`config.mk`:
```
export PLATFORM = sky130hd
export DESIGN_NAME = comparador_serial_der_izq
export DESIGN_NICKNAME = d
export VERILOG_FILES = /design/src/rtl/comparador_serial_der_izq_pkg.sv /design/src/rtl/comparador_serial_der_izq_celda.sv /design/src/rtl/comparador_serial_der_izq.sv
export SDC_FILE = /design/constraint.sdc
export NUM_CORES = 1
export LEC_CHECK = 0
export ABC_AREA = 1
export CAP_MARGIN = 20
export CORE_MARGIN = 4
export CORE_UTILIZATION = 54
export DETAILED_ROUTE_END_ITERATION = 6
export PLACE_DENSITY = 0.79
export SYNTH_ARGS = -nofsm -noshare
export SYNTH_HDL_FRONTEND = slang
export SYNTH_HIERARCHICAL = 1
export SYNTH_SLANG_ARGS = --single-unit
```
`constraint.sdc`:
```
create_clock -name clk -period 2.02 [get_ports clk]
set_clock_uncertainty 0.1 [all_clocks]
set_input_delay 0.202 -clock clk [delete_from_list [all_inputs] [get_ports clk]]
set_output_delay 0.202 -clock clk [all_outputs]
set_load 0.05 [all_outputs]
```
`src/rtl/comparador_serial_der_izq_pkg.sv`:
```
// Shared encodings for the LSB-first serial magnitude comparator.
package comparador_serial_der_izq_pkg;

  typedef enum logic [1:0] {
    IDLE  = 2'd0,
    SHIFT = 2'd1,
    DONE  = 2'd2
  } state_e;

  localparam logic [1:0] EQ = 2'b00;
  localparam logic [1:0] GT = 2'b01;
  localparam logic [1:0] LT = 2'b10;

endpackage

```
`src/rtl/comparador_serial_der_izq_celda.sv`:
```
// Per-bit update cell: a differing bit pair overrides whatever lower bits decided.
module celda_der_izq
  import comparador_serial_der_izq_pkg::*;
(
  input  logic       a,
  input  logic       b,
  input  logic [1:0] rel_in,
  output logic [1:0] rel_out
);

  always_comb begin
    rel_out = rel_in;
    if (a != b) rel_out = a ? GT : LT;
  end

endmodule

```
`src/rtl/comparador_serial_der_izq.sv`:
```
// Bit-serial unsigned comparator, LSB first, with start/busy/done handshake.
module comparador_serial_der_izq
  import comparador_serial_der_izq_pkg::*;
#(
  parameter int N  = 4,
  parameter int CW = $clog2(N+1)
) (
  input  logic         clk,
  input  logic         rst_n,
  input  logic         start,
  input  logic [N-1:0] A,
  input  logic [N-1:0] B,
  output logic         busy,
  output logic         done,
  output logic         mayor,
  output logic         igual,
  output logic         menor
);

  state_e        state_q, state_d;
  logic [N-1:0]  sa_q, sa_d, sb_q, sb_d;
  logic [CW-1:0] cnt_q, cnt_d;
  logic [1:0]    rel_q, rel_d, rel_cell;
  logic          busy_q, busy_d, done_q, done_d;
  logic          mayor_q, mayor_d, igual_q, igual_d, menor_q, menor_d;

  celda_der_izq u_celda (
    .a       (sa_q[0]),
    .b       (sb_q[0]),
    .rel_in  (rel_q),
    .rel_out (rel_cell)
  );

  always_comb begin
    state_d = state_q;
    sa_d    = sa_q;
    sb_d    = sb_q;
    cnt_d   = cnt_q;
    rel_d   = rel_q;
    busy_d  = busy_q;
    done_d  = 1'b0;
    mayor_d = mayor_q;
    igual_d = igual_q;
    menor_d = menor_q;
    case (state_q)
      IDLE: begin
        if (start) begin
          sa_d    = A;
          sb_d    = B;
          cnt_d   = '0;
          rel_d   = EQ;
          mayor_d = 1'b0;
          igual_d = 1'b0;
          menor_d = 1'b0;
          busy_d  = 1'b1;
          state_d = SHIFT;
        end
      end
      SHIFT: begin
        rel_d = rel_cell;
        sa_d  = sa_q >> 1;
        sb_d  = sb_q >> 1;
        cnt_d = cnt_q + CW'(1);
        if (cnt_q == CW'(N-1)) state_d = DONE;
      end
      DONE: begin
        mayor_d = (rel_q == GT);
        igual_d = (rel_q == EQ);
        menor_d = (rel_q == LT);
        done_d  = 1'b1;
        busy_d  = 1'b0;
        state_d = IDLE;
      end
      default: state_d = IDLE;
    endcase
  end

  always_ff @(posedge clk or negedge rst_n) begin
    if (!rst_n) begin
      state_q <= IDLE;
      sa_q    <= '0;
      sb_q    <= '0;
      cnt_q   <= '0;
      rel_q   <= EQ;
      busy_q  <= 1'b0;
      done_q  <= 1'b0;
      mayor_q <= 1'b0;
      igual_q <= 1'b0;
      menor_q <= 1'b0;
    end else begin
      state_q <= state_d;
      sa_q    <= sa_d;
      sb_q    <= sb_d;
      cnt_q   <= cnt_d;
      rel_q   <= rel_d;
      busy_q  <= busy_d;
      done_q  <= done_d;
      mayor_q <= mayor_d;
      igual_q <= igual_d;
      menor_q <= menor_d;
    end
  end

  assign busy  = busy_q;
  assign done  = done_q;
  assign mayor = mayor_q;
  assign igual = igual_q;
  assign menor = menor_q;

endmodule

```
==> run notes, run 1 <==
Physical design

The multiplexer share of the synthesized area stands at 0. The worst setup timing slack at the placement stage stands at 0.5541 ns. The routed design uses 866 um of met2 wire. The count of H-tree levels built during CTS stands at 1. Warnings reported by Yosys during synthesis add up to 6. The capture point of the worst register-to-register path is recorded as sa_q[1]$_DFFE_PN0P_. All stages included, the depth of the critical timing path comes to 1. For this block, the routed nets add up to 1757 um of wire. The flow ran to the end, and the final reports show no timing, DRC or antenna violations. The internal power summed over all cells stands at 904.7 uW. The number of cells in the yosys synthesis report stands at 114. The final timing summary puts the cycle share of the worst path at 0.8800. The met1 routed wirelength after detailed routing stands at 788 um.

The mean area per synthesized cell stands at 7.979 um2. The number of diodes added for antenna fixing stands at 0. The number of vias after detailed routing stands at 773. The report lists the power per cell area as 1416 nW/um2. After global routing the overflow that remains totals 0. The post-route non-filler standard cell count stands at 148. The starting density of the core stands at 0.5901. The area fraction of the largest cell type after synthesis is 0.5502. The number of instances in the synthesized netlist stands at 114. After synthesis the cells add up to 909.6 um2. The number of maximum-capacitance violations recorded for the run is 0.

The first global-routing pass estimated 3256 um of wire. STA classifies the critical path startpoint as a flip-flop. After floorplanning, the core was sized to cover 1541 um2. The worst path needs 1.778 ns of the cycle, external delays included. The report puts the cell count of the worst reg-to-reg path at 5. The clock-pin slew reported for the worst setup and hold paths after clock tree synthesis stands at 0.11 ns. The fraction of the mapped netlist area in adder cells stands at 0.02751. Across all hold checks on the routed design, the worst slack comes to 0.1331 ns. The count of buffering cells on the critical path with inverters included stands at 1. The registers reported with the highest flop counts are sa_q x4, sb_q x4, cnt_q x3.

The count of different cell masters after synthesis stands at 14. Clock latency on the worst-skew pair, taken at its later pin, is 0.30 ns. Among all flip-flop cells after synthesis, the most frequent one is dfrtp_1. The proportion of synthesized chip area in sequential cells stands at 0.5502. Post-CTS repair ended up resizing 0 cells. The share of cells above drive strength 1 stands at 0.06818.

The die is 49.04 um tall. Counting flops with an async set or reset pin after synthesis yields a share of 1.000. Once synthesis finished, the tally of register bits stood at 20. TritonCTS built the clock tree. For reference, the critical path is captured by busy.

The number of buffers added to fix hold violations after cts stands at 0. Before antenna repair, the detailed router went through 4 iterations. Post-synthesis, Yosys gives the total cell area as 909.6 um2. For the combinational group, total power comes out at 667 uW. By startpoint and endpoint, the worst setup path is classified as reg -> out. After synthesis, the most frequently instantiated cells are 53 x nand2_1, 20 x dfrtp_1, 12 x nand3_1, 9 x inv_1, 4 x nor2_1. The finished design was reported to have a net count of 146. On the critical path the largest part of the delay comes from buffers and inverters. The maximum number of pins on one net before global-route repair stands at 21. Tracing the worst setup path back leads to its startpoint at busy$_DFFE_PN0P_. The number of buffers inserted by port buffering stands at 15. The floorplan net count stands at 127.

The final total power stands at 1.581 mW. Grouping non-sequential cells by family puts the most area in simple AND/OR/NAND/NOR gates. From left edge to right edge, the die measures 49.04 um. Clock tree synthesis selected as its root buffer the cell clkbuf_4. The half-perimeter wire length of the detailed placement result stands at 1245 um. Looking at the critical path, the single cell with the biggest stage delay is clkdlybuf4s50_1. The number of warnings in the stage logs stands at 26.

The deepest clock path buffer count stands at 2. The initial detailed-routing violation count stands at 8. The number of antenna violations at the first check in global routing stands at 0. The number of buffers created by CTS stands at 3. The fmax stands at 562.5 MHz.

Setup repair after global routing left no endpoint under its margin. In this design, the stage delay of the slowest critical-path cell is 0.81 ns. The global placement routability congestion stands at 0.7691. The most frequently used library cell after synthesis is nand2_1. Of all nets on the critical path, the largest fanout is 2. The peak supply drop stands at 877.8 uV. The boundary pin count stands at 16.

The number of instances in the placed design stands at 144. The routed length on met3 stands at 65 um. The total non-filler cell area in the finished layout stands at 1116 um2. The post-placement cell area is 1080 um2. In the global route stage, met3 resource usage came out at 0.02752. The portion of total power attributed to combinational logic stands at 0.422. STA classifies the critical path endpoint as an output port.

The part of the power in the clock network stands at 0.146. The worst hold path belongs to the class in -> async. Summed over all failing endpoints, the final setup total negative slack is 0 ns.

Per the synthesis report, the dominant area consumer among library cells is dfrtp_1. The cell sequence reported for the critical path is clkdlybuf4s50_1. The count of final setup violators stands at 0.

In this run, the synthesized area fraction spent on xor and xnor cells is recorded as 0. The setup slack of the critical path after layout stands at 0.2423 ns. The clock net in this run drives a total of 20 sinks. In this run the critical register-to-register path is launched from state_q[0]$_DFFE_PN0P_. Per the synthesis report, the AND-OR/OR-AND share of the synthesized area is 0.05640. The final max-slew violation count stands at 0. In this run, the synthesized area fraction spent on and/or/nand/nor cells is recorded as 0.3081. The worst endpoint data arrival time stands at 1.48 ns.
-- run 1: cell usage in the layout, fill, tap and decap left out --
cell	n
nand2_1	53
dfrtp_1	20
clkdlybuf4s50_1	15
nand3_1	12
inv_1	9
nor2_1	4
o21ai_1	3
clkbuf_4	3
o21ai_0	2
ha_1	2
buf_4	2
a21oi_1	2
inv_2	1
nor2_2	1
o21ai_2	1
o21bai_1	1
clkbuf_8	1
-- run 1: layout make-up --
class | instances | area, um2 | share of cell area
flip-flops and latches | 20 | 500.5 | 0.4484
repair buffers | 17 | 165.2 | 0.1480
well taps | 16 | 20.02 | 0.01794
multi-input cells | 81 | 356.6 | 0.3195
clock buffers | 4 | 36.28 | 0.03251
inverters | 10 | 37.54 | 0.03363
run_1/clock_wires.png
(8 px per um)
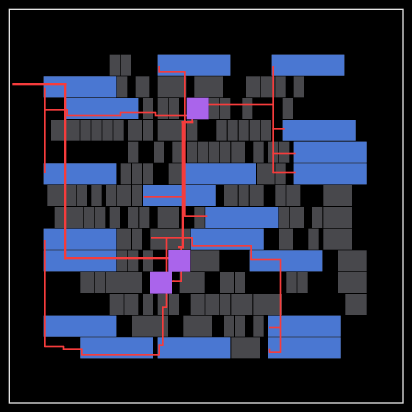
Key: red = clock wires [length 236 um]; purple = clock-net drivers [count 3]; blue = flip-flops [count 20]
Position of the flops: all over the die.

run_1/congestion_map.png
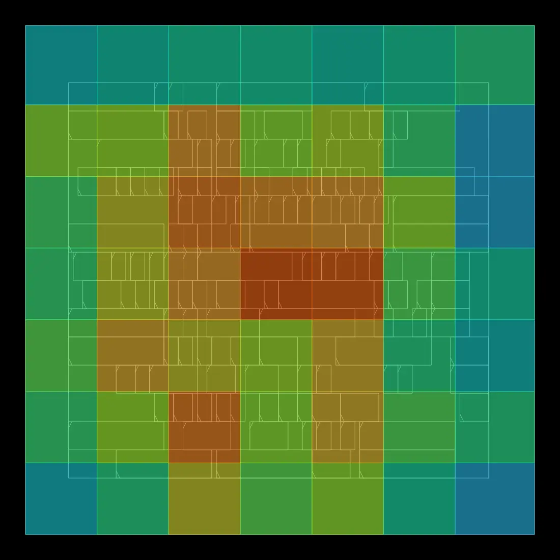
final core utilization: 0.7240
routed length per instance: 11.87 um
Total GRT Usage: 0.1705
met2 track demand over resource in global routing: 0.2739
met1 global-route usage: 0.2224

run_1/util_map.png
(8 px per um) The die is cut into 10 by 10 equal tiles; dark blue is low, red is high, 0 to 100% covered.
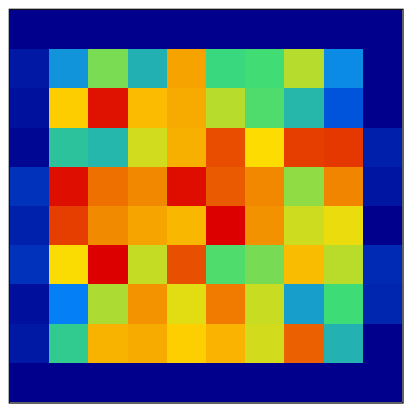
25% of the tiles are nearly empty. The fullest tile reaches 100%. The densest ninth of the die: centre. The mean over all tiles is 46%. The emptiest ninth of the die: upper right. 32% of the tiles are over 75% full.

## Run 2: what changed since run 1
PLACE_DENSITY = 0.81   (was 0.79)
SYNTH_HIERARCHICAL = not set   (was 1)
run_2/m3.png
(10 px per um) Cells faint in the background.
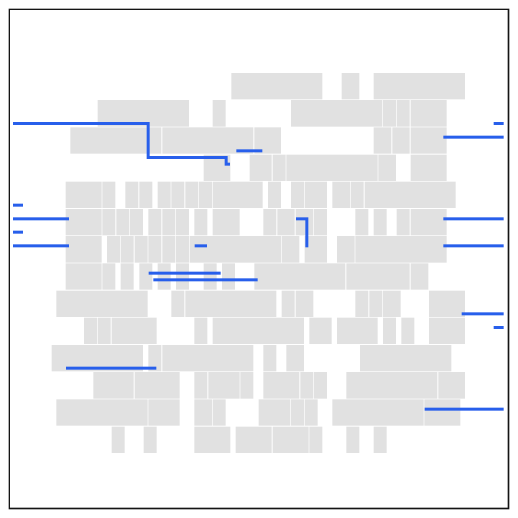
The layer carries 100 um of wire. The longest straight run is 13.3 um. 18 nets have wire on it. The layer holds 5.8% of the routed length.

==> run 2 against run 1 <==
Compared with the run above:
- combinational power rose by 19%
- die area rose by 3.0%
- critical path type unchanged
- fmax rose by 1.3%
- synthesized cell count fell by 3.5%
- highest routed layer is now met3
==> run notes, run 2 <==
Physical design

The number of placement rows stands at 14. The setup slack of the critical path after layout is 0.2654 ns (+0.02310 ns). The number of buffers inserted by port buffering was 15 (unchanged).

The core box area is 1577 um2 (+2.3%). Per the synthesis report, the dominant area consumer among library cells is dfrtp_1. The global placement routability congestion stands at 0.7932 (+3.1%). The number of instances in the synthesized netlist came to 110 (-3.5%). In the post-synthesis netlist, the biggest area contributors are dfrtp_1 53%, nand2_1 17%, inv_1 4.4%. The met2 global-route usage was 0.2665 (-0.007393). The number of nets in the layout stands at 142 (-2.7%). Looking at the post-CTS report, the setup buffer insertion count equals 0. The count of cell instances traversed by the critical path came to 1 (unchanged). The count of different cell masters after synthesis is 16 (+2). TritonCTS built the clock tree.

The fmax was 569.9 MHz (+1.3%). The floorplan net count came to 123 (-3.1%). The number of max-cap violations is 0 (unchanged).

The met3 routing resource usage after global routing stands at 0.03916 (+0.01163). The met1 routed wirelength after detailed routing is 776 um (-1.5%). The share of flip-flops with an asynchronous set or reset stands at 1.000 (unchanged). The number of warnings in the stage logs stands at 26 (unchanged). The share of the core filled with cells in the final layout came to 0.7190 (-0.004978).

The vertical extent of the die stands at 49.77 um (+1.5%). The final total power is 1.694 mW (+7.2%). The flow ran to the end, and the final reports show no timing, DRC or antenna violations.

The launch point of the worst register-to-register path is recorded as state_q[1]$_DFFE_PN0P_. The fill cell instance count of the final layout stands at 128. According to the hold report, the worst path is of the in -> async type. The count of H-tree levels built during CTS was 1 (unchanged). Setup repair after global routing left no endpoint under its margin. The power per cell area was 1494 nW/um2 (+5.5%).

The proportion of synthesized chip area in sequential cells stands at 0.5312 (-0.01900). The path depth of the worst reg2reg path stands at 6 (+1). The time the final worst path needs with I/O delays and setup stands at 1.755 ns (-0.02310 ns). The boundary pin count stands at 16 (unchanged). The total of flip-flops plus latches after synthesis stands at 20 (unchanged). The peak supply drop is 869.1 uV (-1.0%). The mean area per synthesized cell was 8.565 um2 (+7.3%). After global routing, the most crowded layer is met2.

The post-place instance area stands at 1097 um2 (+1.6%). The overall global routing resource usage is 0.1606 (-0.009924). The leakage power stands at 0.5683 nW. The detailed-route vias per instance stands at 5.174. The number of cells in the yosys synthesis report is 110 (-3.5%).

The register area was 500.5 um2 (unchanged). The count of final setup violators stands at 0 (unchanged). The deepest clock path buffer count stands at 2 (unchanged). The top cell types in the final layout, fill and taps aside, are 43 x nand2_1, 20 x dfrtp_1, 15 x clkdlybuf4s50_1. The initial detailed-routing violation count stands at 6 (-2). The wire length on met2 came to 860 um (-0.69%). The post-detailed-routing wire length came to 1737 um (-1.1%).

The number of buffers created by CTS stands at 3 (unchanged). The half-perimeter wire length of the detailed placement result was 1337 um (+7.4%). The number of buffers added to fix hold violations after cts stands at 0 (unchanged). The worst register-to-register path ends at sb_q[1]$_DFFE_PN0P_. The total non-filler cell area in the finished layout stands at 1134 um2 (+1.6%). The post-route non-filler standard cell count stands at 144 (-2.7%). The detailed-route DRC error count stands at 0. STA classifies the critical path startpoint as a flip-flop. The internal reg-to-reg setup slack stands at 0.52 ns.

The number of instances in the placed design stands at 140 (-2.8%). The die boundary width came to 49.77 um (+1.5%). The number of vias after detailed routing stands at 745 (-3.6%). The via count of the first global-routing pass stands at 758. The clock-pin slew reported for the worst setup and hold paths after clock tree synthesis stands at 0.11 ns (about the same). The routed length on met3 came to 100 um (+54%).

The count of TritonRoute iterations in the first routing pass came to 4 (unchanged). The number of antenna violations at the first check in global routing is 0 (unchanged). The multi-input combinational cell area came to 366.6 um2 (+2.8%). The yosys stat chip area is 942.2 um2 (+3.6%). The remaining global-route overflow is 0 (unchanged). The number of cells upsized or downsized after cts was 0 (unchanged). The share of the cycle needed by the critical path after routing was 0.8686 (-0.01144). The signal on the critical path passes through clkdlybuf4s50_1. The required time reported for the critical path endpoint stands at 1.72 ns.

STA classifies the critical path endpoint as an output port. Per the CTS log, the root buffer master is clkbuf_4. The routed length per placed instance was 12.06 um (+1.6%). The share of cells above drive strength 1 stands at 0.1250 (+0.05682). The synthesis stats list as the most numerous cell nand2_1. The final-layout worst hold slack stands at 0.1375 ns (+0.004352 ns). The chip footprint stands at 2477 um2. The worst setup timing slack at the placement stage stands at 0.4877 ns (-0.06640 ns). The largest registers in the layout are sa_q x4, sb_q x4, cnt_q x3. The count of buffering cells on the critical path with inverters included came to 1 (unchanged). Among all stages on the critical path, the largest delay is contributed by clkdlybuf4s50_1. In the synthesized netlist, the cells that appear most often are 43 x nand2_1, 20 x dfrtp_1, 11 x inv_1, 8 x o21ai_0, 6 x nand3_1.

The first-pass GRT wire length is 3139 um (-3.6%). The starting density of the core was 0.5976 (+0.007522). The number of endpoints with negative hold slack in the final report stands at 0. The number of diodes added for antenna fixing was 0 (unchanged). The final max-slew violation count was 0 (unchanged). The maximum net fanout on the critical path stands at 2 (unchanged). In the synthesized netlist the dominant register cell turns out to be dfrtp_1.

The aggregate negative setup slack stands at 0 ns (unchanged). The highest cell delay on the worst timing path is 0.80 ns (about the same). The synthesized cell area came to 942.2 um2 (+3.6%). For reference, the most critical setup path is categorized as reg -> out. The capture point of the critical path was reported as mayor. The critical path starts at mayor$_DFFE_PN0P_.

The most common logic cell in the final layout is nand2_1. The insertion delay at the late pin of the worst-skew pair was 0.29 ns (about the same). The maximum number of pins on one net before global-route repair is 21 (unchanged). The area share of the leading cell type in the synthesized netlist stands at 0.5312 (-0.01900). The number of warnings issued by yosys is 0 (-6). The number of sinks handled by clock tree synthesis stands at 20 (unchanged). The slew of the pin with the lowest slew margin stands at 0.4946 ns. The kind of cell with the highest combined delay along the critical path is buffers and inverters. The met1 global-route usage stands at 0.2046 (-0.01781). The worst endpoint data arrival time came to 1.45 ns (-0.03 ns).
[run 2: final cells by class]
class / count / share of cell area
multi-input combinational: 74 / 0.3234
inverter: 14 / 0.04636
clock buffer: 4 / 0.03201
tap: 16 / 0.01766
timing repair buffer: 16 / 0.1391
sequential: 20 / 0.4415
[run 2: cells by family (layout without fill, tap and decap cells)]
logic type               Yosys count  in the layout  share of synthesized area
adder cells (fa/ha/maj)            2              2                    0.02656
flip-flops                        20             20                     0.5312
buffers and inverters             16             34                    0.07968
AND-OR/OR-AND                     12             12                    0.08234
AND/OR/NAND/NOR                   60             60                     0.2802
[run 2: power by group]
part	switching, mW	internal, mW
sequential	0.116	0.559
clock	0.117	0.110
combinational	0.521	0.270
total	0.755	0.939
## Run 3: what changed since run 2
REMOVE_ABC_BUFFERS = 1   (was not set)
run_3/port_trees.png
(6 px per um)
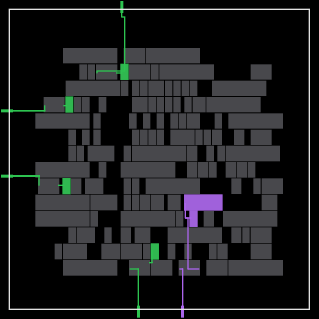
Key: green = A [bits 4, direction input, end cells 4, buffers 4, wire 39.6 um]; purple = start [bits 1, direction input, end cells 2, buffers 1, wire 20.9 um]

==> run 3 against run 2 <==
Compared with the run above:
- critical path depth is the same
- clock power shrank about 20%
- clock-buffer cell count shrank 1
- sequential share of layout area grew 0.54 points
- core utilization shrank 0.87 points
- critical path type unchanged
- highest routed layer is now met4
==> run notes, run 3 <==
Physical design

The share of cells above drive strength 1 was 0.1181 (-0.006890). The flop share of the area stands at 0.4469 (+0.005429). The number of sinks handled by clock tree synthesis was 20 (unchanged). The area share of the leading cell type in the synthesized netlist stands at 0.5312 (unchanged). The combinational fraction of the cell area stands at 0.3274 (+0.003977).

The clock buffer instance count of the final layout came to 3 (-1). The routed length per placed instance is 11.62 um (-3.7%). The die boundary width was 49.77 um (unchanged).

The total non-filler cell area in the finished layout stands at 1120 um2 (-1.2%). The initial detailed-routing violation count stands at 11 (+5). The final-layout worst hold slack stands at 0.1371 ns (-0.0003340 ns). The count of multi-input combinational gates came to 74 (unchanged). The run finished with clean final reports. The number of nets in the layout stands at 142 (unchanged). The total of flip-flops plus latches after synthesis stands at 20 (unchanged). The deepest clock path buffer count is 2 (unchanged).

The fraction of the mapped netlist area in adder cells is 0.02656 (unchanged). The number of flip-flops and latches was 20 (unchanged). In the final layout, the registers with the most flip-flops are sa_q x4, sb_q x4, cnt_q x3. The number of warnings issued by yosys came to 0 (unchanged). STA classifies the critical path endpoint as an output port. The post-route non-filler standard cell count is 143 (-0.69%). The first-pass GRT wire length came to 2987 um (-4.8%). The core box area was 1577 um2 (unchanged). The largest cell class by area is registers. In this design, the largest share of critical-path delay is due to buffers and inverters. The count of different cell masters after synthesis was 16 (unchanged). The mean area per synthesized cell came to 8.565 um2 (unchanged). Per the STA report, the cell with the highest stage delay on the worst path is clkdlybuf4s50_1. The number of placement rows is 14 (unchanged). The setup slack of the critical path after layout was 0.2642 ns (-0.001207 ns). The number of cells in the yosys synthesis report was 110 (unchanged). The share of the core filled with cells in the final layout is 0.7103 (-0.008731). The share of the synthesized netlist area taken by xor and xnor gates is 0 (unchanged). The remaining global-route overflow stands at 0 (unchanged).

The worst hold path belongs to the class in -> async. The vertical extent of the die came to 49.77 um (unchanged). The share of flip-flops with an asynchronous set or reset stands at 1.000 (unchanged). The switching share of power stands at 0.4484 (+0.002894). The register area is 500.5 um2 (unchanged). The number of antenna violations at the first check in global routing stands at 0 (unchanged).

The tree is rooted in a clkbuf_4. The net load switching power came to 731.5 uW (-3.1%). The biggest area contributor in the post-synthesis netlist is dfrtp_1.

The number of diodes added for antenna fixing was 0 (unchanged). The detailed-route DRC error count came to 0 (unchanged). The leakage power stands at 0.5611 nW (-1.3%).

The fmax came to 569.6 MHz (about the same). The time the final worst path needs with I/O delays and setup stands at 1.756 ns (+0.001207 ns). The starting density of the core stands at 0.5976 (unchanged). The biggest slice of the total power is consumed by combinational logic. Of the combinational cells, the family taking the most area is simple AND/OR/NAND/NOR gates. The insertion delay at the late pin of the worst-skew pair stands at 0.30 ns (about the same). The detailed-route vias per instance was 5.063 (-2.1%). The tap cell instance count stands at 16 (unchanged). The aggregate negative setup slack stands at 0 ns (unchanged). The clock network power stands at 182 uW (-20%). The share of the cycle needed by the critical path after routing came to 0.8692 (about the same). The yosys stat chip area stands at 942.2 um2 (unchanged).

The combinational power stands at 781 uW (-1%). The clock-pin slew reported for the worst setup and hold paths after clock tree synthesis stands at 0.11 ns (about the same). The post-synthesis share of cell area spent on and, or, nand and nor gates stands at 0.2802 (unchanged). Per the cell usage report, the commonest logic cells after layout are 43 x nand2_1, 20 x dfrtp_1, 15 x clkdlybuf4s50_1. In the post-synthesis netlist, the biggest area contributors are dfrtp_1 53%, nand2_1 17%, inv_1 4.4%. Setup repair after global routing left no endpoint under its margin. The count of inverters other than clock inverters in the layout stands at 14 (unchanged). The part of the power in the clock network stands at 0.111 (-0.023). The boundary pin count is 16 (unchanged). The via count of the first global-routing pass is 712 (-6.1%). The number of max-cap violations stands at 0 (unchanged). The number of instances in the synthesized netlist was 110 (unchanged). Post-synth the commonest register cell is dfrtp_1.

The slew of the pin with the lowest slew margin is 0.5033 ns (+0.008658 ns). The sequential fraction of design power stands at 0.410 (+0.011). Counting only logic cells after layout, the most numerous master is nand2_1. The number of cells upsized or downsized after cts stands at 0 (unchanged). The worst endpoint data arrival time stands at 1.45 ns (about the same). The number of endpoints with negative hold slack in the final report was 0 (unchanged). The count of H-tree levels built during CTS was 1 (unchanged).

The count of buffering cells on the critical path with inverters included stands at 1 (unchanged). Walking the worst path, the cells encountered are clkdlybuf4s50_1. TritonCTS built the clock tree. The multiplexer share of the synthesized area came to 0 (unchanged). The worst setup path is of the reg -> out kind.

The number of instances in the placed design came to 140 (unchanged). The routed length on met3 stands at 55 um (-45%). The synthesized-area fraction occupied by ao, oa, aoi and oai cells stands at 0.08234 (unchanged).

The multi-input combinational cell area stands at 366.6 um2 (unchanged). The power per cell area stands at 1457 nW/um2 (-2.5%). Looking at the gate-level netlist, the highest instance count belongs to nand2_1. The number of buffers inserted by port buffering stands at 15 (unchanged). Ranked by instance count, the synthesized netlist is headed by 43 x nand2_1, 20 x dfrtp_1, 11 x inv_1, 8 x o21ai_0, 6 x nand3_1. The worst register-to-register path begins at state_q[1]$_DFFE_PN0P_.

The number of buffers created by CTS stands at 3 (unchanged). The global placement routability congestion stands at 0.8044 (+1.4%). The post-place instance area came to 1097 um2 (unchanged).

The overall global routing resource usage stands at 0.1592 (-0.001381). The worst setup timing slack at the placement stage was 0.4875 ns (-0.0002080 ns). The wire length on met2 came to 851 um (-1.0%). The fill cell instance count of the final layout stands at 121 (-5.5%). The internal power summed over all cells stands at 899.7 uW (-4.2%). The required time reported for the critical path endpoint stands at 1.72 ns (about the same). The highest cell delay on the worst timing path stands at 0.80 ns (about the same). The portion of total power attributed to combinational logic stands at 0.479 (+0.012).
-- run 3: worst max path at each step --
stage                                       from             endpoint  depth (start not counted)  slack (ns)
after floorplan           state_q[1]$_DFFE_PN0P_  sa_q[2]$_DFFE_PN0P_                          6        0.74
after global placement                     start  sa_q[2]$_DFFE_PN0P_                          6        0.51
after detailed placement                   start  sa_q[2]$_DFFE_PN0P_                          6        0.49
after CTS                      menor$_DFFE_PN0P_                menor                          1        0.24
after global routing           menor$_DFFE_PN0P_                menor                          1        0.20
final                           busy$_DFFE_PN0P_                 busy                          1        0.26
-- run 3: per-layer routing --
layer,up-vias,track usage
met5,-,0
li1,376,-
met4,0,0.06912
met1,336,0.1830
met3,2,0.03012
met2,10,0.2841
Power is estimated from default activity; no workload was simulated.
